**config.mk**
```make
export PLATFORM = sky130hd
export DESIGN_NAME = uart_tx_arbiter_flat
export DESIGN_NICKNAME = d
export VERILOG_FILES = /design/src/rtl/uart_tx_arbiter_pkg.sv /design/src/rtl/uart_tx_arbiter_if.sv /design/src/rtl/uart_tx_arbiter_rr_pick.sv /design/src/rtl/uart_tx_arbiter.sv /design/src/flat_wrapper.sv
export SDC_FILE = /design/constraint.sdc
export NUM_CORES = 1
export LEC_CHECK = 0
export ABC_AREA = 1
export CORE_MARGIN = 5
export CORE_UTILIZATION = 30
export CTS_CLUSTER_DIAMETER = 60
export DETAILED_ROUTE_END_ITERATION = 8
export MAX_ROUTING_LAYER = met4
export PLACE_DENSITY = 0.47
export SYNTH_ARGS = -nofsm -noshare
export SYNTH_HDL_FRONTEND = slang
export SYNTH_SLANG_ARGS = --single-unit
```
**constraint.sdc**
```tcl
create_clock -name clk -period 2.5 [get_ports clk]
set_input_delay 0.5 -clock clk [delete_from_list [all_inputs] [get_ports clk]]
set_output_delay 0.5 -clock clk [all_outputs]
set_load 0.02 [all_outputs]
```
**src/rtl/uart_tx_arbiter_pkg.sv**
```systemverilog
// Shared definitions for the UART transmit arbiter.
//   arbState_t     : arbiter FSM encoding (idle, launch pulse, wait for transmitter)
//   DefaultNumReq  : default number of requesters
//   DefaultTimeout : default watchdog limit in clk cycles
//   WdWidth        : watchdog counter width
//   wrapInc        : increment an index modulo n
package uart_pkg;

  typedef enum logic [1:0] {
    StIdle,
    StLaunch,
    StWait
  } arbState_t;

  localparam int unsigned DefaultNumReq  = 4;
  localparam int unsigned DefaultTimeout = 32'd1 << 20;
  localparam int unsigned WdWidth        = 24;

  function automatic int unsigned wrapInc(input int unsigned idx, input int unsigned n);
    return (idx + 1 >= n) ? 0 : idx + 1;
  endfunction

endpackage

```
**src/rtl/uart_tx_arbiter_if.sv**
```systemverilog
// Requester / transmitter bundle of the UART transmit arbiter.
//   req_valid/req_data/req_last : per-requester byte offer (requester i owns data[8i+7:8i])
//   req_ready                   : one-cycle accept pulse back to the requester
//   tx_data/tx_valid/tx_done    : byte and start pulse to the UART, finished pulse back
//   grant_id/locked             : current owner and mid-message lock status
//   timeout_err/err_clr         : sticky watchdog flag and its clear
// Modport master is the requester/transmitter side, slave is the arbiter.
interface uart_tx_arbiter_if #(
  parameter int unsigned NumReq = uart_pkg::DefaultNumReq
);
  localparam int unsigned IdxW = $clog2(NumReq);

  logic [NumReq-1:0]   req_valid;
  logic [NumReq*8-1:0] req_data;
  logic [NumReq-1:0]   req_last;
  logic [NumReq-1:0]   req_ready;
  logic [7:0]          tx_data;
  logic                tx_valid;
  logic                tx_done;
  logic [IdxW-1:0]     grant_id;
  logic                locked;
  logic                timeout_err;
  logic                err_clr;

  modport master (
    output req_valid, req_data, req_last, tx_done, err_clr,
    input  req_ready, tx_data, tx_valid, grant_id, locked, timeout_err
  );

  modport slave (
    input  req_valid, req_data, req_last, tx_done, err_clr,
    output req_ready, tx_data, tx_valid, grant_id, locked, timeout_err
  );

endinterface

```
**src/rtl/uart_tx_arbiter_rr_pick.sv**
```systemverilog
// Combinational round-robin picker.
//   valid  : request mask
//   start  : index with highest priority; priority falls with distance, wrapping
//   found  : at least one valid bit
//   winner : first valid index at or after start
module rr_pick #(
  parameter int unsigned NumReq = 4,
  parameter int unsigned IdxW   = $clog2(NumReq)
) (
  input  logic [NumReq-1:0] valid,
  input  logic [IdxW-1:0]   start,
  output logic              found,
  output logic [IdxW-1:0]   winner
);

  localparam int unsigned SumW = IdxW + 1;

  logic [SumW-1:0] idx;

  always_comb begin
    found  = 1'b0;
    winner = '0;
    idx    = '0;
    for (int unsigned i = 0; i < NumReq; i++) begin
      // start + i never exceeds 2*NumReq-2, so one conditional subtract wraps it
      idx = {1'b0, start} + SumW'(i);
      if (idx >= SumW'(NumReq)) begin
        idx = idx - SumW'(NumReq);
      end
      if (!found && valid[idx[IdxW-1:0]]) begin
        found  = 1'b1;
        winner = idx[IdxW-1:0];
      end
    end
  end

endmodule

```
**src/rtl/uart_tx_arbiter.sv**
```systemverilog
// Multiplexes byte streams from NumReq requesters onto one UART transmitter.
// A requester owns the channel from its first byte until a byte flagged last has
// been transmitted; between owners the grant rotates round-robin. A watchdog
// releases the channel when the transmitter or the owner stalls.
//   clk    : system clock, rising edge
//   nReset : asynchronous active-low reset
//   bus    : requester/transmitter bundle (slave modport)
module uart_tx_arbiter
  import uart_pkg::*;
#(
  parameter int unsigned NumReq  = DefaultNumReq,
  parameter int unsigned Timeout = DefaultTimeout
) (
  input logic               clk,
  input logic               nReset,
  uart_tx_arbiter_if.slave  bus
);

  localparam int unsigned IdxW = $clog2(NumReq);

  arbState_t          stateQ, stateD;
  logic [7:0]         txDataQ, txDataD;
  logic [IdxW-1:0]    grantIdQ, grantIdD;
  logic [NumReq-1:0]  readyQ, readyD;
  logic               lastQ, lastD;
  logic               lockedQ, lockedD;
  logic [IdxW-1:0]    rrPtrQ, rrPtrD;
  logic [WdWidth-1:0] wdQ, wdD;
  logic               errQ, errD;

  logic [NumReq-1:0]  ownerMask;
  logic [NumReq-1:0]  eligible;
  logic [IdxW-1:0]    pickStart;
  logic               found;
  logic [IdxW-1:0]    winner;
  logic               wdInc;
  logic               wdFire;
  logic               errSet;
  logic [IdxW-1:0]    nextAfterOwner;

  // While locked only the owner may speak, so the mask collapses to its bit.
  assign ownerMask = NumReq'(1) << grantIdQ;
  assign eligible  = lockedQ ? (bus.req_valid & ownerMask) : bus.req_valid;
  assign pickStart = lockedQ ? grantIdQ : rrPtrQ;

  rr_pick #(
    .NumReq (NumReq),
    .IdxW   (IdxW)
  ) uRrPick (
    .valid  (eligible),
    .start  (pickStart),
    .found  (found),
    .winner (winner)
  );

  assign nextAfterOwner = IdxW'(wrapInc(32'(grantIdQ), NumReq));

  // Count while waiting on the transmitter, or while a locked owner has gone quiet.
  assign wdInc  = (stateQ == StWait) ||
                  ((stateQ == StIdle) && lockedQ && !bus.req_valid[grantIdQ]);
  // Fires on the Timeout-th consecutive counting cycle.
  assign wdFire = wdInc && (wdQ == WdWidth'(Timeout - 1));

  always_comb begin
    stateD   = stateQ;
    txDataD  = txDataQ;
    grantIdD = grantIdQ;
    readyD   = '0;
    lastD    = lastQ;
    lockedD  = lockedQ;
    rrPtrD   = rrPtrQ;
    errSet   = 1'b0;

    unique case (stateQ)
      StIdle: begin
        if (found) begin
          txDataD        = bus.req_data[{winner, 3'b000} +: 8];
          grantIdD       = winner;
          readyD[winner] = 1'b1;
          lastD          = bus.req_last[winner];
          stateD         = StLaunch;
        end else if (wdFire) begin
          errSet  = 1'b1;
          lockedD = 1'b0;
          rrPtrD  = nextAfterOwner;
        end
      end
      StLaunch: begin
        stateD = StWait;
      end
      StWait: begin
        // A finished byte takes priority over a coincident watchdog expiry.
        if (bus.tx_done) begin
          stateD = StIdle;
          if (lastQ) begin
            lockedD = 1'b0;
            rrPtrD  = nextAfterOwner;
          end else begin
            lockedD = 1'b1;
          end
        end else if (wdFire) begin
          errSet  = 1'b1;
          lockedD = 1'b0;
          rrPtrD  = nextAfterOwner;
          stateD  = StIdle;
        end
      end
      default: begin
        stateD = StIdle;
      end
    endcase

    errD = errSet | (errQ & ~bus.err_clr);

    if ((stateD != stateQ) || errSet) begin
      wdD = '0;
    end else if (wdInc) begin
      wdD = wdQ + 1'b1;
    end else begin
      wdD = '0;
    end
  end

  always_ff @(posedge clk or negedge nReset) begin
    if (!nReset) begin
      stateQ   <= StIdle;
      txDataQ  <= '0;
      grantIdQ <= '0;
      readyQ   <= '0;
      lastQ    <= 1'b0;
      lockedQ  <= 1'b0;
      rrPtrQ   <= '0;
      wdQ      <= '0;
      errQ     <= 1'b0;
    end else begin
      stateQ   <= stateD;
      txDataQ  <= txDataD;
      grantIdQ <= grantIdD;
      readyQ   <= readyD;
      lastQ    <= lastD;
      lockedQ  <= lockedD;
      rrPtrQ   <= rrPtrD;
      wdQ      <= wdD;
      errQ     <= errD;
    end
  end

  assign bus.tx_valid    = (stateQ == StLaunch);
  assign bus.tx_data     = txDataQ;
  assign bus.req_ready   = readyQ;
  assign bus.grant_id    = grantIdQ;
  assign bus.locked      = lockedQ;
  assign bus.timeout_err = errQ;

endmodule

```
**src/flat_wrapper.sv**
```systemverilog
// flat-port wrapper written by rule: the top's interface ports become plain ports
module uart_tx_arbiter_flat import uart_pkg::*;
#(
  parameter int unsigned NumReq  = DefaultNumReq,
  parameter int unsigned Timeout = DefaultTimeout
)
  (clk, nReset, bus_req_valid, bus_req_data, bus_req_last, bus_tx_done, bus_err_clr, bus_req_ready, bus_tx_data, bus_tx_valid, bus_grant_id, bus_locked, bus_timeout_err);
  uart_tx_arbiter_if #(.NumReq(NumReq)) bus_i ();
  input logic clk;
  input logic nReset;
  input wire logic [$bits(bus_i.req_valid)-1:0] bus_req_valid;
  input wire logic [$bits(bus_i.req_data)-1:0] bus_req_data;
  input wire logic [$bits(bus_i.req_last)-1:0] bus_req_last;
  input wire logic [$bits(bus_i.tx_done)-1:0] bus_tx_done;
  input wire logic [$bits(bus_i.err_clr)-1:0] bus_err_clr;
  output wire logic [$bits(bus_i.req_ready)-1:0] bus_req_ready;
  output wire logic [$bits(bus_i.tx_data)-1:0] bus_tx_data;
  output wire logic [$bits(bus_i.tx_valid)-1:0] bus_tx_valid;
  output wire logic [$bits(bus_i.grant_id)-1:0] bus_grant_id;
  output wire logic [$bits(bus_i.locked)-1:0] bus_locked;
  output wire logic [$bits(bus_i.timeout_err)-1:0] bus_timeout_err;
  assign bus_i.req_valid = bus_req_valid;
  assign bus_i.req_data = bus_req_data;
  assign bus_i.req_last = bus_req_last;
  assign bus_i.tx_done = bus_tx_done;
  assign bus_i.err_clr = bus_err_clr;
  assign bus_req_ready = bus_i.req_ready;
  assign bus_tx_data = bus_i.tx_data;
  assign bus_tx_valid = bus_i.tx_valid;
  assign bus_grant_id = bus_i.grant_id;
  assign bus_locked = bus_i.locked;
  assign bus_timeout_err = bus_i.timeout_err;
  uart_tx_arbiter #(.NumReq(NumReq), .Timeout(Timeout)) u_core (.clk(clk), .nReset(nReset), .bus(bus_i));
endmodule
```
Figure 1. Clock nets (run 1).
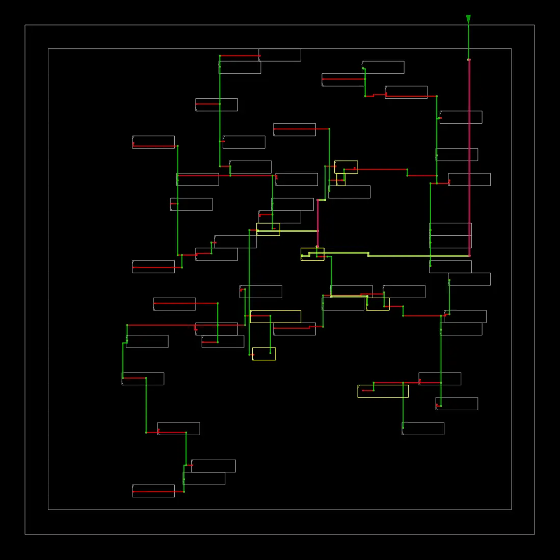
clk latency late pin: 300 ps
Clock Sinks: 45
Seq Cell Count: 45
Num CTS Buffers: 5

Figure 2. Routed metal per tile (run 1).
The bar under the picture is 20 um long. 22 x 22 tiles, from white (low) to dark blue (high), scaled to the fullest tile. Values are wire area over tile area, all layers added.
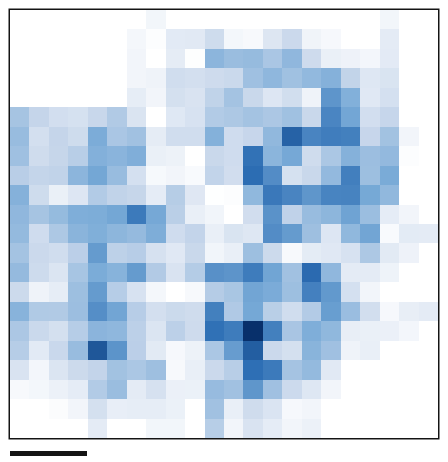
densest ninth of the die: west
mean over tiles: 0.10
emptiest ninth of the die: north-west
nearly empty tiles: 24%
fullest tile: 0.46
tiles over half the peak: 11%

==> flow_metrics.py, run 1 <==
# Synthesis and PnR figures
metrics = {
    "yosys": {
        "area_fraction_in_mux_cells_pct": 0,
        "yosysTopAreaCell": "sky130_fd_sc_hd__dfrtp_1",
        "ys.warnings.count": 0,
        "synthesized_cell_area_um2": 3077,
        "synth_dominant_cell_count": "sky130_fd_sc_hd__nand2_1",
        "synth.top_cell.area_share_pct": 36.60,
        "synth-cells-yosys": 453,
        "most_instantiated_flip_flop_cell_in_the_synthesis_netlist": "sky130_fd_sc_hd__dfrtp_1",
        "synth_area_per_cell_um2": 6.792,
        "yosys_register_bits": 45,
        "yosys.cell_types.count": 32,
    },
    "clock_network": {
        "max-clock-path-buffers": 2,
        "tritoncts_clock_tree": "yes",
        "clk_root_buffer_cell": "sky130_fd_sc_hd__clkbuf_8",
        "postcts_setup_bufs": 0,
        "cts_resized": 0,
        "cts_htree_levels": 2,
        "worst_setup_hold_path_clk_slew_ps": 90,
    },
    "floorplanning": {
        "io_pins": 61,
        "fp.dieArea_um2": 12380,
        "core-area_um2": 10180,
        "chipHeight_um": 111.3,
    },
    "cells_and_area": {
        "nets": 574,
        "layout_overhead_on_the_synthesized_area_pct": 31.72,
        "fillerInstances": 1099,
        "regMostFlops": "u_core.wdQ",
        "layout.area.comb_um2": 1653,
        "post-route-cell-area_um2": 4053,
        "post-route-util_pct": 39.79,
        "largest_reg_flops": 24,
        "ff_latch_area_um2": 1127,
        "layout.cells.most_common": "sky130_fd_sc_hd__nand2_1",
        "stdcell_count": 662,
        "drive_above_1_share_pct": 11.60,
    },
    "place": {
        "gp_congestion": 0.8769,
        "numPortBuffers": 60,
        "dpl_cell_area_um2": 3876,
        "placedCellCount": 652,
    },
    "setup_path": {
        "crit_arrival_ps": 2460,
        "path_delay_family": "simple AND/OR/NAND/NOR gates",
        "timing.critical_path.slowest_cell_delay_ps": 380,
        "cp_num_buf_inv": 2,
        "worstPathRequired_ps": 2690,
        "startpoint_type": "flip-flop",
        "startpoint": "u_core.bus.grant_id[1]",
        "cp_slowest_cell": "sky130_fd_sc_hd__dfrtp_1",
        "ordered_cell_list_for_the_critical_path": "buf_4 -> ha_1 -> inv_1 -> nand2_1 -> nand2_1 -> nand2_1 -> nand2_1 -> nand2_1 -> nand2_2 -> nand4_2 -> nand2_2 -> nand2_8 -> or2_2 -> nand3_1 -> nand3_1",
        "worst-path-stages": 15,
    },
    "min_path": {
        "worstHoldPathType": "in -> async",
    },
    "global_routing": {
        "grt_overflow": 0,
        "grt_util_all_layers_pct": 13.98,
        "grt_first_pass_wirelength_mm": 14.03,
    },
    "routing": {
        "met3_length_um": 469,
        "vias": 2981,
        "tritonroute_pass_1_iters": 4,
        "drt-vias-per-instance": 4.503,
        "drt-wirelength-per-cell_um": 12.29,
        "route.layer.met1.wl_mm": 4.116,
        "wirelength_routed_mm": 8.136,
        "post-route-drc-count": 0,
    },
    "outcome": {
        "outcome": "finished, final reports clean",
    },
    "power_and_ir_drop": {
        "power_top_consumer": "combinational logic",
        "total_power_consumption_of_the_routed_design_mw": 5.050,
        "internal-power_mw": 2.562,
        "powerComb_mw": 3.40,
        "combinationalPowerShare_pct": 67.3,
        "clk-power_mw": 0.663,
        "clkPwrFrac_pct": 13.1,
        "sequentialPower_mw": 0.987,
    },
    "sta": {
        "hold_violations": 0,
        "timing.final.crit_share_pct": 90.71,
        "slew_of_the_pin_with_the_lowest_slew_margin_ps": 594.8,
        "clock-skew-final_ps": 7.679,
        "final_max_slew_viol_count": 0,
        "setup_violations": 0,
    },
}
Figure 3. Layout detail (run 1).
Region (36, 36) to (76, 76) um. Cells in grey, sequential cells in the stronger grey; small squares are vias.
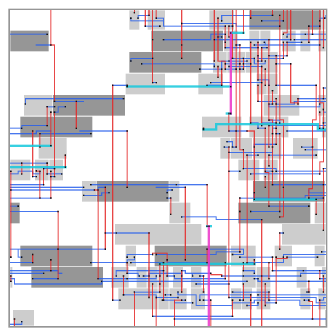
[metal 3] cyan
[metal 4] magenta
[metal 2] red
[metal 1] blue
most frequent: dfrtp_1 (12), nor3_1 (9)
cells with their middle in the window: 72
sequential cells in the window: 12
netlist names of flops here include: `u_core.wdQ` (5), `u_core.bus.req_ready` (2), `u_core.stateQ` (2)

## run 1: final cells by class
cell class / instances / share of cell area, %
clock buffers: 5 / 1.698
clock inverters: 3 / 1.605
inverters: 66 / 6.113
multi-input cells: 332 / 40.78
flip-flops and latches: 45 / 27.82
well taps: 136 / 4.199
repair buffers: 75 / 17.78
## run 1: routing by layer
metal	track usage (%)	up-vias
met5	-	-
met4	3.893	0
met3	3.766	11
met2	20.06	73
met1	19.39	1331
li1	-	1566
## run 1: logic make-up (layout without fill, tap and decap cells)
family / after synthesis / in the layout
AOI/OAI and AO/OA: 13 / 13
xor gates and xnor gates: 13 / 13
adders and majority gates: 5 / 5
buffers and inverters: 76 / 149
DFF: 45 / 45
and+or+nand+nor: 301 / 301
Figure 4. Metal 3 (run 1).
Cells faint in the background.
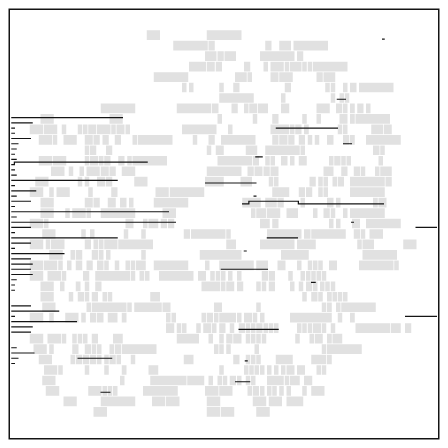

--- run 2 (diff from run 1) ---
--- a/config.mk
+++ b/config.mk
@@ -12,6 +12,7 @@
 export DETAILED_ROUTE_END_ITERATION = 8
 export MAX_ROUTING_LAYER = met4
 export PLACE_DENSITY = 0.47
+export SKIP_LAST_GASP = 1
 export SYNTH_ARGS = -nofsm -noshare
 export SYNTH_HDL_FRONTEND = slang
 export SYNTH_SLANG_ARGS = --single-unit
Figure 5. Metal 3 (run 2).
Cells faint in the background.
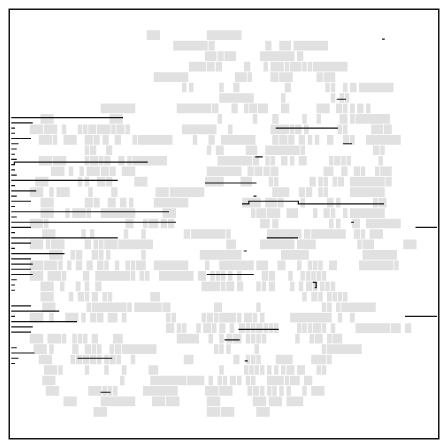
share of all routed wire: 5.8%
nets with wire on the layer: 57
wire length on this layer: 471 um

==> flow_metrics.py, run 2 <==
# Synthesis and PnR figures
metrics = {
    "place": {
        "gp_congestion": 0.8769,
        "numPortBuffers": 60,
    },
    "cells_and_area": {
        "sh_seq_area_pct": 27.82,
        "layout.area.comb_um2": 1653,
        "layout.cells.most_common": "sky130_fd_sc_hd__nand2_1",
        "fillerInstances": 1099,
        "inv_count": 66,
        "layout_overhead_on_the_synthesized_area_pct": 31.72,
        "area.share.combinational_pct": 40.78,
        "drive_above_1_share_pct": 11.60,
        "buffers_excl_clock": 75,
        "clock_buffer_count": 5,
        "regMostFlops": "u_core.wdQ",
        "n_multi_input_combinational_cell": 332,
        "layout.buffer.nonclock.area_share_pct": 17.78,
        "flops": 45,
        "largest_reg_flops": 24,
        "ff_latch_area_um2": 1127,
        "largest_class": "multi-input combinational cells",
        "nets": 574,
        "clock_cell_area_share_pct": 3.303,
    },
    "power_and_ir_drop": {
        "sequentialPower_mw": 0.987,
        "combinationalPowerShare_pct": 67.3,
        "power_top_consumer": "combinational logic",
        "p_switching_mw": 2.488,
        "vdd_ir_drop_max_mv": 0.4728,
        "clkPwrFrac_pct": 13.1,
        "power_density_nw_per_um2": 1246,
        "internal-power_mw": 2.560,
        "total_power_consumption_of_the_routed_design_mw": 5.048,
        "powerComb_mw": 3.40,
        "clk-power_mw": 0.664,
    },
    "clock_network": {
        "clk_latency_ps": 300,
        "tritoncts_clock_tree": "yes",
        "cts_htree_levels": 2,
        "max-clock-path-buffers": 2,
        "clk_root_buffer_cell": "sky130_fd_sc_hd__clkbuf_8",
        "worst_setup_hold_path_clk_slew_ps": 90,
        "num_cts_buffers": 5,
        "clock_sink_count": 45,
        "cts_resized": 0,
        "postcts_setup_bufs": 0,
    },
    "setup_path": {
        "worstPathRequired_ps": 2740,
        "worstReg2RegEnd": "u_core.bus.tx_data[7]",
        "critical_path.reg2reg.startpoint": "u_core.bus.grant_id[1]",
        "timing.critical_path.slowest_cell_delay_ps": 410,
        "crit_arrival_ps": 2510,
        "path_delay_family": "simple AND/OR/NAND/NOR gates",
        "path_max_fanout": 5,
        "cp_num_buf_inv": 2,
        "worst-path-stages": 12,
        "ordered_cell_list_for_the_critical_path": "inv_1 -> ha_1 -> inv_1 -> nand2_1 -> nand2_1 -> nand2_1 -> nand2_1 -> o21ai_0 -> a21oi_4 -> nor2_1 -> nand3_1 -> nand3_1",
        "startpoint_type": "flip-flop",
        "startpoint": "u_core.bus.grant_id[1]",
        "cp_slowest_cell": "sky130_fd_sc_hd__o21ai_0",
    },
    "routing": {
        "post-route-drc-count": 0,
        "highest-signal-layer": "met4",
        "drt-wirelength-per-cell_um": 12.28,
        "wirelength_routed_mm": 8.129,
        "met2_length_mm": 3.421,
        "route.layer.met1.wl_mm": 4.127,
        "vias": 2980,
        "route.antenna.remaining_nets": 0,
        "drt-vias-per-instance": 4.502,
        "met3_length_um": 470,
        "tritonroute_pass_1_iters": 4,
    },
    "yosys": {
        "synth_area_per_cell_um2": 6.792,
        "yosys.cell_types.count": 32,
        "area_fraction_in_mux_cells_pct": 0,
        "postSynthCellCount": 453,
        "synth.top_cell.area_share_pct": 36.60,
        "compound_area_share_pct": 2.562,
        "ys.warnings.count": 0,
        "yosys_register_bits": 45,
        "synth_dominant_cell_count": "sky130_fd_sc_hd__nand2_1",
        "synthesized_cell_area_um2": 3077,
        "yosysTopAreaCell": "sky130_fd_sc_hd__dfrtp_1",
        "most_instantiated_flip_flop_cell_in_the_synthesis_netlist": "sky130_fd_sc_hd__dfrtp_1",
        "synth-cells-yosys": 453,
        "synth.logic.top_family": "simple AND/OR/NAND/NOR gates",
        "synth.cellmix.simpleShare_pct": 44.57,
        "synth-edff-count": 0,
        "synth_area_leaders": "sky130_fd_sc_hd__dfrtp_1, sky130_fd_sc_hd__nand2_1, sky130_fd_sc_hd__nand3_1, sky130_fd_sc_hd__inv_1, sky130_fd_sc_hd__nor3_1",
        "synth.yosys.chip_area_um2": 3077,
        "seq_area_frac_synth_pct": 36.60,
        "most_numerous_cell_types_in_the_synthesized_netlist": "sky130_fd_sc_hd__nand2_1, sky130_fd_sc_hd__inv_1, sky130_fd_sc_hd__nand3_1, sky130_fd_sc_hd__dfrtp_1, sky130_fd_sc_hd__nor2_1",
    },
    "global_routing": {
        "grt_busiest_layer": "met2",
        "gr-usage-met3_pct": 3.766,
        "grt_use_met2_pct": 20.06,
        "via_count_of_the_first_global_routing_pass": 2852,
        "grt_antenna_before_repair": 0,
        "grt_overflow": 0,
        "grt_util_all_layers_pct": 13.98,
        "global_route.usage.met1_pct": 19.39,
        "grt_first_pass_wirelength_mm": 14.03,
    },
    "sta": {
        "final_max_slew_viol_count": 0,
        "setup_repair_after_global_routing_missed_its_margin": "true",
        "timing.final.crit_share_pct": 90.67,
        "setup_violations": 0,
        "clock-skew-final_ps": 8.105,
        "hold_violations": 0,
        "slew_headroom_pct": 59.75,
        "slew_of_the_pin_with_the_lowest_slew_margin_ps": 603.8,
    },
    "outcome": {
        "outcome": "finished, final reports clean",
    },
    "floorplanning": {
        "io_pins": 61,
        "fp.dieArea_um2": 12380,
        "chipHeight_um": 111.3,
        "core-area_um2": 10180,
        "initCoreUtil_pct": 30.21,
        "floorplan.die.width_um": 111.3,
        "num_tap_cells": 136,
    },
    "run": {
        "max_cap_violations": 0,
    },
    "min_path": {
        "worstHoldPathType": "in -> async",
    },
}
Figure 6. Clock wires, drivers and flops (run 2).
The bar under the picture is 20 um long.
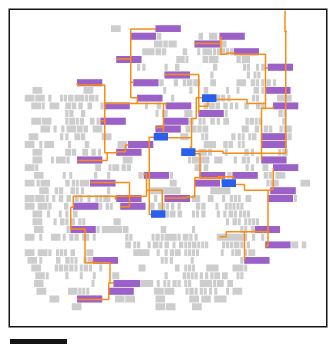
[clock wires] orange | length: 696 um
[clock drivers] blue | count: 5
[flip-flops] purple | count: 45
routed clock nets: 6

run 2: cell count changes in the layout (fill, tap and decap cells not counted):
cell / delta
sky130_fd_sc_hd__o21ai_1: -1
sky130_fd_sc_hd__o21ai_0: +1
run 2: metrics by stage:
step | instances | util [%] | hold slack [ps] | worst slack [ps] | cell area (um^2)
after floorplan | 453 | - | 204.4 | 319.2 | 3077
after global placement | 652 | 38.06 | 455.0 | 74.64 | 3876
after detailed placement | 652 | 38.06 | 464.9 | 61.92 | 3876
after CTS | 660 | 39.37 | 311.1 | 70.01 | 4010
after global routing | 662 | 39.79 | 352.0 | -7.627 | 4053
final | 662 | 39.79 | 282.0 | 233.3 | 4053
run 2: cell families after synthesis:
kind of cell	count (synthesis)
simple gates	301
flops	45
compound gates	13
fa+ha+maj	5
xor+xnor	13
buf+inv	76
Figure 7. Routed metal per tile (run 2).
The bar under the picture is 20 um long. 22 x 22 tiles, from white (low) to dark blue (high), scaled to the fullest tile. Values are wire area over tile area, all layers added.
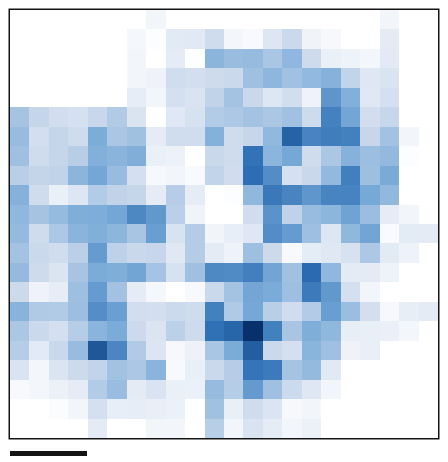

--- run 3 (diff from run 2) ---
--- a/config.mk
+++ b/config.mk
@@ -6,12 +6,14 @@
 export NUM_CORES = 1
 export LEC_CHECK = 0
 export ABC_AREA = 1
+export CAP_MARGIN = 20
 export CORE_MARGIN = 5
 export CORE_UTILIZATION = 30
 export CTS_CLUSTER_DIAMETER = 60
 export DETAILED_ROUTE_END_ITERATION = 8
 export MAX_ROUTING_LAYER = met4
 export PLACE_DENSITY = 0.47
+export REMOVE_ABC_BUFFERS = 1
 export SKIP_LAST_GASP = 1
 export SYNTH_ARGS = -nofsm -noshare
 export SYNTH_HDL_FRONTEND = slang
==> constraint.sdc (replaced) <==
create_clock -name clk -period 2.4 [get_ports clk]
set_input_delay 0.48 -clock clk [delete_from_list [all_inputs] [get_ports clk]]
set_output_delay 0.48 -clock clk [all_outputs]
set_load 0.02 [all_outputs]
Figure 8. Routed metal per tile (run 3).
The bar under the picture is 20 um long. 22 x 22 tiles, from white (low) to dark blue (high), scaled to the fullest tile. Values are wire area over tile area, all layers added.
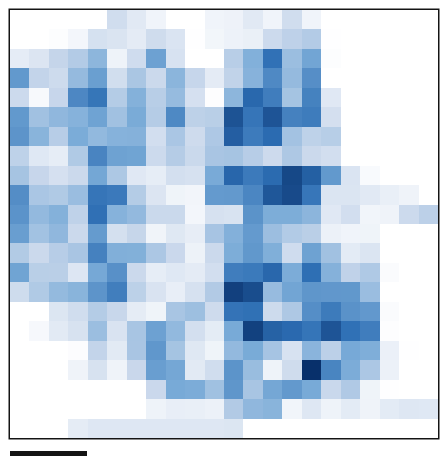
emptiest ninth of the die: north-east
mean over tiles: 0.10
tiles over half the peak: 19%
fullest tile: 0.39

==> flow_metrics.py, run 3 <==
# Synthesis and PnR figures
metrics = {
    "power_and_ir_drop": {
        "total_power_consumption_of_the_routed_design_mw": 5.546,
        "internal-power_mw": 2.812,
        "power_top_consumer": "combinational logic",
        "sequentialPower_mw": 1.06,
        "power_density_nw_per_um2": 1318,
        "clkPwrFrac_pct": 11.0,
        "powerComb_mw": 3.87,
        "vdd_ir_drop_max_mv": 0.6509,
        "p_switching_mw": 2.734,
        "combinationalPowerShare_pct": 69.9,
        "clk-power_mw": 0.611,
    },
    "cells_and_area": {
        "layout_overhead_on_the_synthesized_area_pct": 36.72,
        "layout.cells.most_common": "sky130_fd_sc_hd__nand2_1",
        "fillerInstances": 1083,
        "post-route-cell-area_um2": 4207,
        "post-route-util_pct": 41.30,
        "nets": 588,
        "stdcell_count": 676,
        "drive_above_1_share_pct": 15.93,
    },
    "yosys": {
        "area_fraction_in_mux_cells_pct": 0,
        "seq_area_frac_synth_pct": 36.60,
        "most_numerous_cell_types_in_the_synthesized_netlist": "sky130_fd_sc_hd__nand2_1, sky130_fd_sc_hd__inv_1, sky130_fd_sc_hd__nand3_1, sky130_fd_sc_hd__dfrtp_1, sky130_fd_sc_hd__nor2_1",
        "compound_area_share_pct": 2.562,
        "synth.logic.top_family": "simple AND/OR/NAND/NOR gates",
        "synth_area_leaders": "sky130_fd_sc_hd__dfrtp_1, sky130_fd_sc_hd__nand2_1, sky130_fd_sc_hd__nand3_1, sky130_fd_sc_hd__inv_1, sky130_fd_sc_hd__nor3_1",
        "synth_dominant_cell_count": "sky130_fd_sc_hd__nand2_1",
        "synthesized_cell_area_um2": 3077,
        "postSynthCellCount": 453,
        "synth-edff-count": 0,
        "synth-cells-yosys": 453,
        "synth.top_cell.area_share_pct": 36.60,
        "yosysTopAreaCell": "sky130_fd_sc_hd__dfrtp_1",
        "synth.cellmix.simpleShare_pct": 44.57,
        "most_instantiated_flip_flop_cell_in_the_synthesis_netlist": "sky130_fd_sc_hd__dfrtp_1",
        "yosys_register_bits": 45,
        "ys.warnings.count": 0,
        "synth_area_per_cell_um2": 6.792,
        "yosys.cell_types.count": 32,
    },
    "clock_network": {
        "clock_sink_count": 45,
        "max-clock-path-buffers": 2,
        "cts_htree_levels": 2,
        "num_cts_buffers": 5,
        "tritoncts_clock_tree": "yes",
        "worst_setup_hold_path_clk_slew_ps": 100,
        "clk_root_buffer_cell": "sky130_fd_sc_hd__clkbuf_8",
    },
    "setup_path": {
        "worstReg2RegEnd": "u_core.bus.tx_data[7]",
        "cp_slowest_cell": "sky130_fd_sc_hd__dfrtp_2",
        "worstPathRequired_ps": 2590,
        "startpoint_type": "flip-flop",
        "worst-path-stages": 14,
        "timing.critical_path.slowest_cell_delay_ps": 480,
        "startpoint": "u_core.bus.grant_id[0]",
        "cp_num_buf_inv": 1,
        "critical_path.reg2reg.startpoint": "u_core.bus.grant_id[0]",
        "endpoint": "u_core.bus.tx_data[7]",
        "path_delay_family": "simple AND/OR/NAND/NOR gates",
        "crit_arrival_ps": 2430,
        "ordered_cell_list_for_the_critical_path": "ha_1 -> inv_1 -> nand2_1 -> nand2_1 -> nand2_1 -> nand2_1 -> nand2_1 -> nand2_2 -> nand4_2 -> nand2_4 -> nand2_4 -> or2_2 -> nand3_1 -> nand3_1",
    },
    "global_routing": {
        "grt_util_all_layers_pct": 13.70,
        "grt_antenna_before_repair": 0,
        "grt_first_pass_wirelength_mm": 13.76,
        "grt_busiest_layer": "met2",
        "global_route.usage.met1_pct": 19.53,
        "grt_use_met2_pct": 19.78,
        "gr-usage-met3_pct": 3.002,
        "grt_overflow": 0,
    },
    "routing": {
        "post-route-drc-count": 0,
        "wirelength_routed_mm": 8.250,
        "drt-wirelength-per-cell_um": 12.20,
        "met2_length_mm": 3.539,
        "vias": 3027,
        "highest-signal-layer": "met4",
        "drt-vias-per-instance": 4.478,
        "route.layer.met1.wl_mm": 4.226,
        "met3_length_um": 397,
        "route.antenna.remaining_nets": 0,
        "tritonroute_pass_1_iters": 4,
    },
    "sta": {
        "setup_repair_after_global_routing_missed_its_margin": "true",
        "setup_violations": 0,
        "timing.final.crit_share_pct": 93.17,
        "hold_violations": 0,
        "slew_headroom_pct": 61.58,
        "whs_ps": 152.3,
        "slew_of_the_pin_with_the_lowest_slew_margin_ps": 576.4,
        "final_max_slew_viol_count": 0,
        "clock-skew-final_ps": 10.57,
    },
    "floorplanning": {
        "io_pins": 61,
        "fp.dieArea_um2": 12380,
        "initCoreUtil_pct": 30.21,
        "floorplan.die.width_um": 111.3,
        "core-area_um2": 10180,
        "chipHeight_um": 111.3,
    },
    "place": {
        "dpl_cell_area_um2": 3934,
        "placedCellCount": 658,
        "numPortBuffers": 60,
        "gp_congestion": 0.8411,
    },
    "min_path": {
        "worstHoldPathType": "in -> async",
    },
    "outcome": {
        "outcome": "finished, final reports clean",
    },
    "run": {
        "max_cap_violations": 0,
    },
}
Figure 9. Clock wires, drivers and flops (run 3).
The bar under the picture is 20 um long.
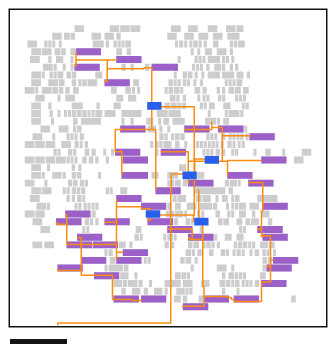
[clock drivers] blue | count: 5
[clock wires] orange | length: 680 um
[flip-flops] purple | count: 45
routed clock nets: 6

## run 3: cell counts after synthesis
Identical to the previous run, type by type.
## run 3: stage by stage
step           setup slack, ps  setup TNS (ps)
2_1_floorplan            14.27               0
3_3_place_gp             28.84               0
3_5_place_dp            -23.32          -38.25
4_1_cts                  40.67               0
5_1_grt                 -29.54          -79.35
6_report                 163.9               0
## run 3: what timing repair did
| action | CTS | global route |
|---|---|---|
| gates resized | 0 | 21 |
| setup buffers | 0 | 8 |
| endpoints found under the setup margin | 0 | 42 |
## run 3: final cells by class
type	instances	area, um^2	area share [%]
multi-input combinational	334	1708	40.60
clock buffer	5	68.82	1.636
clock inverter	3	50.05	1.190
tap	136	170.2	4.045
sequential	45	1129	26.83
inverter	66	250.2	5.949
timing repair buffer	87	830.8	19.75
